Clock wires, drivers and flops:
Scale bar: 20 um.
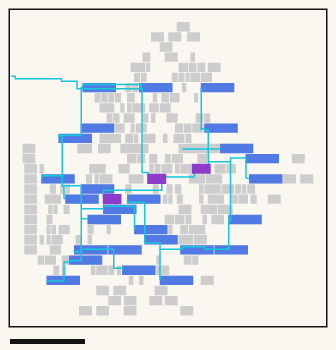
Cell area per tile:
The die is cut into 8 by 8 equal tiles; white is low, dark blue is high, 0 to 100% covered.
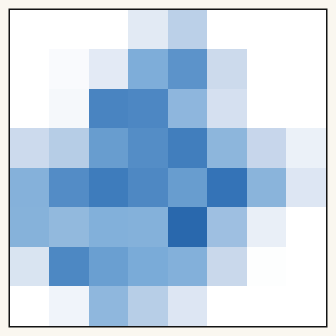
## src/rtl/ch_trigger_stop_ctrl_if.sv

```systemverilog
// Channel trigger/stop bundle: trigger and sampling controls in, capture status out.
// The slave side is the per-channel stop controller.
interface ch_trigger_stop_ctrl_if #(
  parameter int PTR_W = 8,
  parameter int DLY_W = 8
);
  logic             trigger;
  logic             ARM;
  logic [PTR_W-1:0] SAMPLE_PTR;
  logic [DLY_W-1:0] STOP_DELAY;
  logic             READOUT_DONE;
  logic             sampling_en;
  logic             stop_req;
  logic             stopped;
  logic [PTR_W-1:0] trig_ptr;
  logic             trig_valid;
  logic             trig_missed;

  modport master (
    output trigger, ARM, SAMPLE_PTR, STOP_DELAY, READOUT_DONE,
    input  sampling_en, stop_req, stopped, trig_ptr, trig_valid, trig_missed
  );

  modport slave (
    input  trigger, ARM, SAMPLE_PTR, STOP_DELAY, READOUT_DONE,
    output sampling_en, stop_req, stopped, trig_ptr, trig_valid, trig_missed
  );
endinterface

```

## src/rtl/ch_trigger_stop_ctrl.sv

```systemverilog
// Per-channel trigger capture and post-trigger stop controller.
// Synchronises trigger, latches the write pointer and stops sampling after a delay.
module ch_trigger_stop_ctrl #(
  parameter int PTR_W       = 8,
  parameter int DLY_W       = 8,
  parameter int SYNC_STAGES = 2
) (
  input  logic                    FCLK,
  input  logic                    INST_START,
  ch_trigger_stop_ctrl_if.slave   bus
);

  typedef enum logic [1:0] {IDLE, ARMED, POST_TRIG, STOPPED} state_t;

  state_t           state;
  logic [SYNC_STAGES-1:0] sync_q;
  logic             edge_q;
  logic             trig_edge;
  logic [DLY_W-1:0] cnt;
  logic             sampling_en_q, stop_req_q, stopped_q, trig_valid_q, trig_missed_q;
  logic [PTR_W-1:0] trig_ptr_q;

  always_ff @(posedge FCLK or posedge INST_START) begin
    if (INST_START) begin
      sync_q <= '0;
      edge_q <= 1'b0;
    end else begin
      sync_q <= {sync_q[SYNC_STAGES-2:0], bus.trigger};
      edge_q <= sync_q[SYNC_STAGES-1];
    end
  end

  assign trig_edge = sync_q[SYNC_STAGES-1] & ~edge_q;

  // The pointer has advanced SYNC_STAGES times since the trigger was first sampled.
  always_ff @(posedge FCLK or posedge INST_START) begin
    if (INST_START) begin
      state         <= IDLE;
      cnt           <= '0;
      sampling_en_q <= 1'b0;
      stop_req_q    <= 1'b0;
      stopped_q     <= 1'b0;
      trig_valid_q  <= 1'b0;
      trig_missed_q <= 1'b0;
      trig_ptr_q    <= '0;
    end else begin
      stop_req_q <= 1'b0;
      case (state)
        IDLE: begin
          if (bus.ARM) begin
            state         <= ARMED;
            sampling_en_q <= 1'b1;
            trig_valid_q  <= 1'b0;
            trig_missed_q <= 1'b0;
            trig_ptr_q    <= '0;
          end
        end
        ARMED: begin
          if (trig_edge) begin
            trig_ptr_q   <= bus.SAMPLE_PTR - PTR_W'(SYNC_STAGES);
            trig_valid_q <= 1'b1;
            if (bus.STOP_DELAY == '0) begin
              state         <= STOPPED;
              sampling_en_q <= 1'b0;
              stopped_q     <= 1'b1;
              stop_req_q    <= 1'b1;
            end else begin
              cnt   <= bus.STOP_DELAY - DLY_W'(1);
              state <= POST_TRIG;
            end
          end else if (!bus.ARM) begin
            state         <= IDLE;
            sampling_en_q <= 1'b0;
          end
        end
        POST_TRIG: begin
          if (trig_edge) trig_missed_q <= 1'b1;
          if (cnt == '0) begin
            state         <= STOPPED;
            sampling_en_q <= 1'b0;
            stopped_q     <= 1'b1;
            stop_req_q    <= 1'b1;
          end else begin
            cnt <= cnt - DLY_W'(1);
          end
        end
        STOPPED: begin
          if (trig_edge) trig_missed_q <= 1'b1;
          if (bus.READOUT_DONE) begin
            state     <= IDLE;
            stopped_q <= 1'b0;
          end
        end
        default: state <= IDLE;
      endcase
    end
  end

  assign bus.sampling_en = sampling_en_q;
  assign bus.stop_req    = stop_req_q;
  assign bus.stopped     = stopped_q;
  assign bus.trig_ptr    = trig_ptr_q;
  assign bus.trig_valid  = trig_valid_q;
  assign bus.trig_missed = trig_missed_q;

endmodule
```

## src/flat_wrapper.sv

```systemverilog
// flat-port wrapper written by rule: the top's interface ports become plain ports
module ch_trigger_stop_ctrl_flat 
#(
  parameter int PTR_W       = 8,
  parameter int DLY_W       = 8,
  parameter int SYNC_STAGES = 2
)
  (FCLK, INST_START, bus_trigger, bus_ARM, bus_SAMPLE_PTR, bus_STOP_DELAY, bus_READOUT_DONE, bus_sampling_en, bus_stop_req, bus_stopped, bus_trig_ptr, bus_trig_valid, bus_trig_missed);
  ch_trigger_stop_ctrl_if #(.PTR_W(PTR_W), .DLY_W(DLY_W)) bus_i ();
  input  logic FCLK;
  input  logic INST_START;
  input wire logic [$bits(bus_i.trigger)-1:0] bus_trigger;
  input wire logic [$bits(bus_i.ARM)-1:0] bus_ARM;
  input wire logic [$bits(bus_i.SAMPLE_PTR)-1:0] bus_SAMPLE_PTR;
  input wire logic [$bits(bus_i.STOP_DELAY)-1:0] bus_STOP_DELAY;
  input wire logic [$bits(bus_i.READOUT_DONE)-1:0] bus_READOUT_DONE;
  output wire logic [$bits(bus_i.sampling_en)-1:0] bus_sampling_en;
  output wire logic [$bits(bus_i.stop_req)-1:0] bus_stop_req;
  output wire logic [$bits(bus_i.stopped)-1:0] bus_stopped;
  output wire logic [$bits(bus_i.trig_ptr)-1:0] bus_trig_ptr;
  output wire logic [$bits(bus_i.trig_valid)-1:0] bus_trig_valid;
  output wire logic [$bits(bus_i.trig_missed)-1:0] bus_trig_missed;
  assign bus_i.trigger = bus_trigger;
  assign bus_i.ARM = bus_ARM;
  assign bus_i.SAMPLE_PTR = bus_SAMPLE_PTR;
  assign bus_i.STOP_DELAY = bus_STOP_DELAY;
  assign bus_i.READOUT_DONE = bus_READOUT_DONE;
  assign bus_sampling_en = bus_i.sampling_en;
  assign bus_stop_req = bus_i.stop_req;
  assign bus_stopped = bus_i.stopped;
  assign bus_trig_ptr = bus_i.trig_ptr;
  assign bus_trig_valid = bus_i.trig_valid;
  assign bus_trig_missed = bus_i.trig_missed;
  ch_trigger_stop_ctrl #(.PTR_W(PTR_W), .DLY_W(DLY_W), .SYNC_STAGES(SYNC_STAGES)) u_core (.FCLK(FCLK), .INST_START(INST_START), .bus(bus_i));
endmodule
```

## config.mk

```make
export PLATFORM = sky130hd
export DESIGN_NAME = ch_trigger_stop_ctrl_flat
export DESIGN_NICKNAME = d
export VERILOG_FILES = /design/src/rtl/ch_trigger_stop_ctrl_if.sv /design/src/rtl/ch_trigger_stop_ctrl.sv /design/src/flat_wrapper.sv
export SDC_FILE = /design/constraint.sdc
export NUM_CORES = 1
export LEC_CHECK = 0
export CORE_MARGIN = 2
export CORE_UTILIZATION = 25
export CTS_CLUSTER_SIZE = 24
export DETAILED_ROUTE_END_ITERATION = 8
export GPL_TIMING_DRIVEN = 0
export REMOVE_ABC_BUFFERS = 1
export SLEW_MARGIN = 10
export SYNTH_ARGS = -nofsm -noshare
export SYNTH_HDL_FRONTEND = slang
export SYNTH_SLANG_ARGS = --single-unit
export TNS_END_PERCENT = 100
```

## constraint.sdc

```tcl
create_clock -name FCLK -period 5.4 [get_ports FCLK]
set_input_delay 0.81 -clock FCLK [delete_from_list [all_inputs] [get_ports FCLK]]
set_output_delay 0.81 -clock FCLK [all_outputs]
set_load 0.05 [all_outputs]
```

==> job_summary.md <==
### Yosys + OpenROAD results

| Metric | Value |
|---|---|
| Worst path cell trace | inv_1, ha_1, mux2i_1, ha_1, nor4b_1, a22oi_1, and3_1, a21oi_1, o311ai_0 |
| Antenna violations before repair | 0 |
| Log Warnings | 30 |
| Die W | about 85 um |
| Yosys warns | 0 |
| Yosys stat cell total | 174 |
| CP max FO | 27 |
| CP Capture Type | register |
| Final hold vios | 0 |
| Root Buffer | clkbuf_8 |
| Comb/total area | 0.440 |
| Std-Cell Rows | 29 |
| Status | complete, no violations |
| DRT Pass-1 Iters | 6 |
| Core box area | 6310 sq um |
| Non-clk bufs | 33 |
| Overall power | ~1.1 mW |
| Sum Neg Setup Slack | 0 ns |
| Internal power | 0.608 mW |
| Slew HR | 0.328 |
| Netlist cell types | around 52 |
| Clock-pin slew on the worst setup and hold paths | 0.09 ns |
| Seq share, synth | 0.399 |
| Vias | 1,347 |
| EDFF count, synth | 0 |
| Setup bufs post-CTS | 0 |
| Number of logic inverters in the finished layout | 8 |
| RePlAce Congestion | slightly below 0.8 |
| Largest net degree at the start of global routing | 28 |
| Syn_area_per_cell | 9.36 sq um |
| DRC viols | 0 |
| Setup crit start kind | register |
| Logic area | 927 sq um |
| Drt via density | 4.74 |
Notes on 'clock wires, drivers and flops' above:
[blue] flip-flops | count: 26
[purple] clock-net drivers | count: 3
[cyan] clock wires | length: 366 um
routed clock nets	4

Notes on 'cell area per tile' above:
nearly empty tiles	30%
tiles over 75% full	1.6%
emptiest ninth of the die	top right
densest ninth of the die	middle
mean over tiles	28%
fullest tile	77%

-- placed cells by master (no fill, tap or decap), types with 2 or more instances in the layout --
| master | synthesis | routed |
|---|---|---|
| nand2_1 | 14 | 14 |
| nor2_1 | 17 | 17 |
| clkbuf_8 | 0 | 3 |
| xnor2_1 | 5 | 5 |
| nand2b_1 | 3 | 3 |
| inv_1 | 8 | 8 |
| mux2i_1 | 5 | 5 |
| a31oi_1 | 2 | 2 |
| ha_1 | 8 | 8 |
| xor2_1 | 2 | 2 |
| a21oi_1 | 5 | 5 |
| nand4_1 | 2 | 2 |
| clkdlybuf4s50_1 | 0 | 33 |
| mux2_2 | 3 | 3 |
| nor2b_1 | 5 | 5 |
| dfrtp_1 | 26 | 26 |
| o31ai_1 | 2 | 2 |
| nand3_1 | 3 | 3 |
| nor3_1 | 11 | 11 |
| or4_1 | 2 | 2 |
| o21ai_0 | 17 | 17 |
-- cells by family (layout without fill, tap and decap cells) --
family,Yosys count,in the layout,synth area share
XOR/XNOR,7,7,0.0376
adder cells (fa/ha/maj),8,8,0.0614
flip-flops,26,26,0.399
AND/OR/NAND/NOR,69,69,0.237
AND-OR/OR-AND,44,44,0.181
buffers and inverters,12,45,0.0315
multiplexers,8,8,0.0515
-- critical path: cells and delay by family, from the launching register on --
family	cells	cell delay, ns
flops	1	0.46
buf+inv	1	0.16
fa+ha+maj	2	1.07
compound gates	3	0.41
simple gates	2	0.45
mux	1	0.31
-- sequential cells by signal, indices dropped and copies added, names as in the netlist, named ones only --
register / flops
u_core.bus.trig_ptr: 8
u_core.sync_q: 2
u_core.bus.stopped: 1
u_core.edge_q: 1
u_core.bus.trig_missed: 1
u_core.cnt: 8
u_core.bus.sampling_en: 1
u_core.bus.trig_valid: 1
u_core.state: 1
u_core.bus.stop_req: 1
-- routing by layer --
layer / up-vias / track usage / part of all wire
met5: - / 0 / 0
met4: 0 / 0.0303 / 0.0062
met3: 2 / 0.0275 / 0.049
met2: 31 / 0.161 / 0.46
met1: 614 / 0.140 / 0.48
li1: 700 / - / -
-- worst paths after layout --
path / cells after the start / endpoint / slack [ns]
worst max-delay path: 9 / u_core.cnt[6] / 2.39
worst min-delay path: 0 / u_core.sync_q[1] / 0.36
worst max register to register: 9 / u_core.cnt[6] / 2.39
worst min register to register: 0 / u_core.sync_q[1] / 0.36
max in group asynchronous: 2 / u_core.cnt[6] / 3.72
min in group asynchronous: 2 / u_core.bus.trig_ptr[2] / 1.07
-- synth_stat cells (all sizes together) (3+ instances only) --
cell type,n,area [sq um]
dfrtp,26,651
o21ai,18,93.8
nor2,17,63.8
nand2,14,52.6
nor3,12,71.3
ha,8,100
inv,8,30.0
a21oi,6,33.8
mux2i,5,50.1
nor2b,5,31.3
xnor2,5,43.8
nand3,4,25.0
buf,3,17.5
mux2,3,33.8
nand2b,3,18.8
-- through the flow --
stage	area, sq um	utilization
after floorplan	1610	-
after CTS	2110	0.334
after global routing	2110	0.334
after global placement	2030	0.322
after detailed placement	2030	0.322
final	2110	0.334
No activity file was given, so power comes from the tool's default toggle rates.
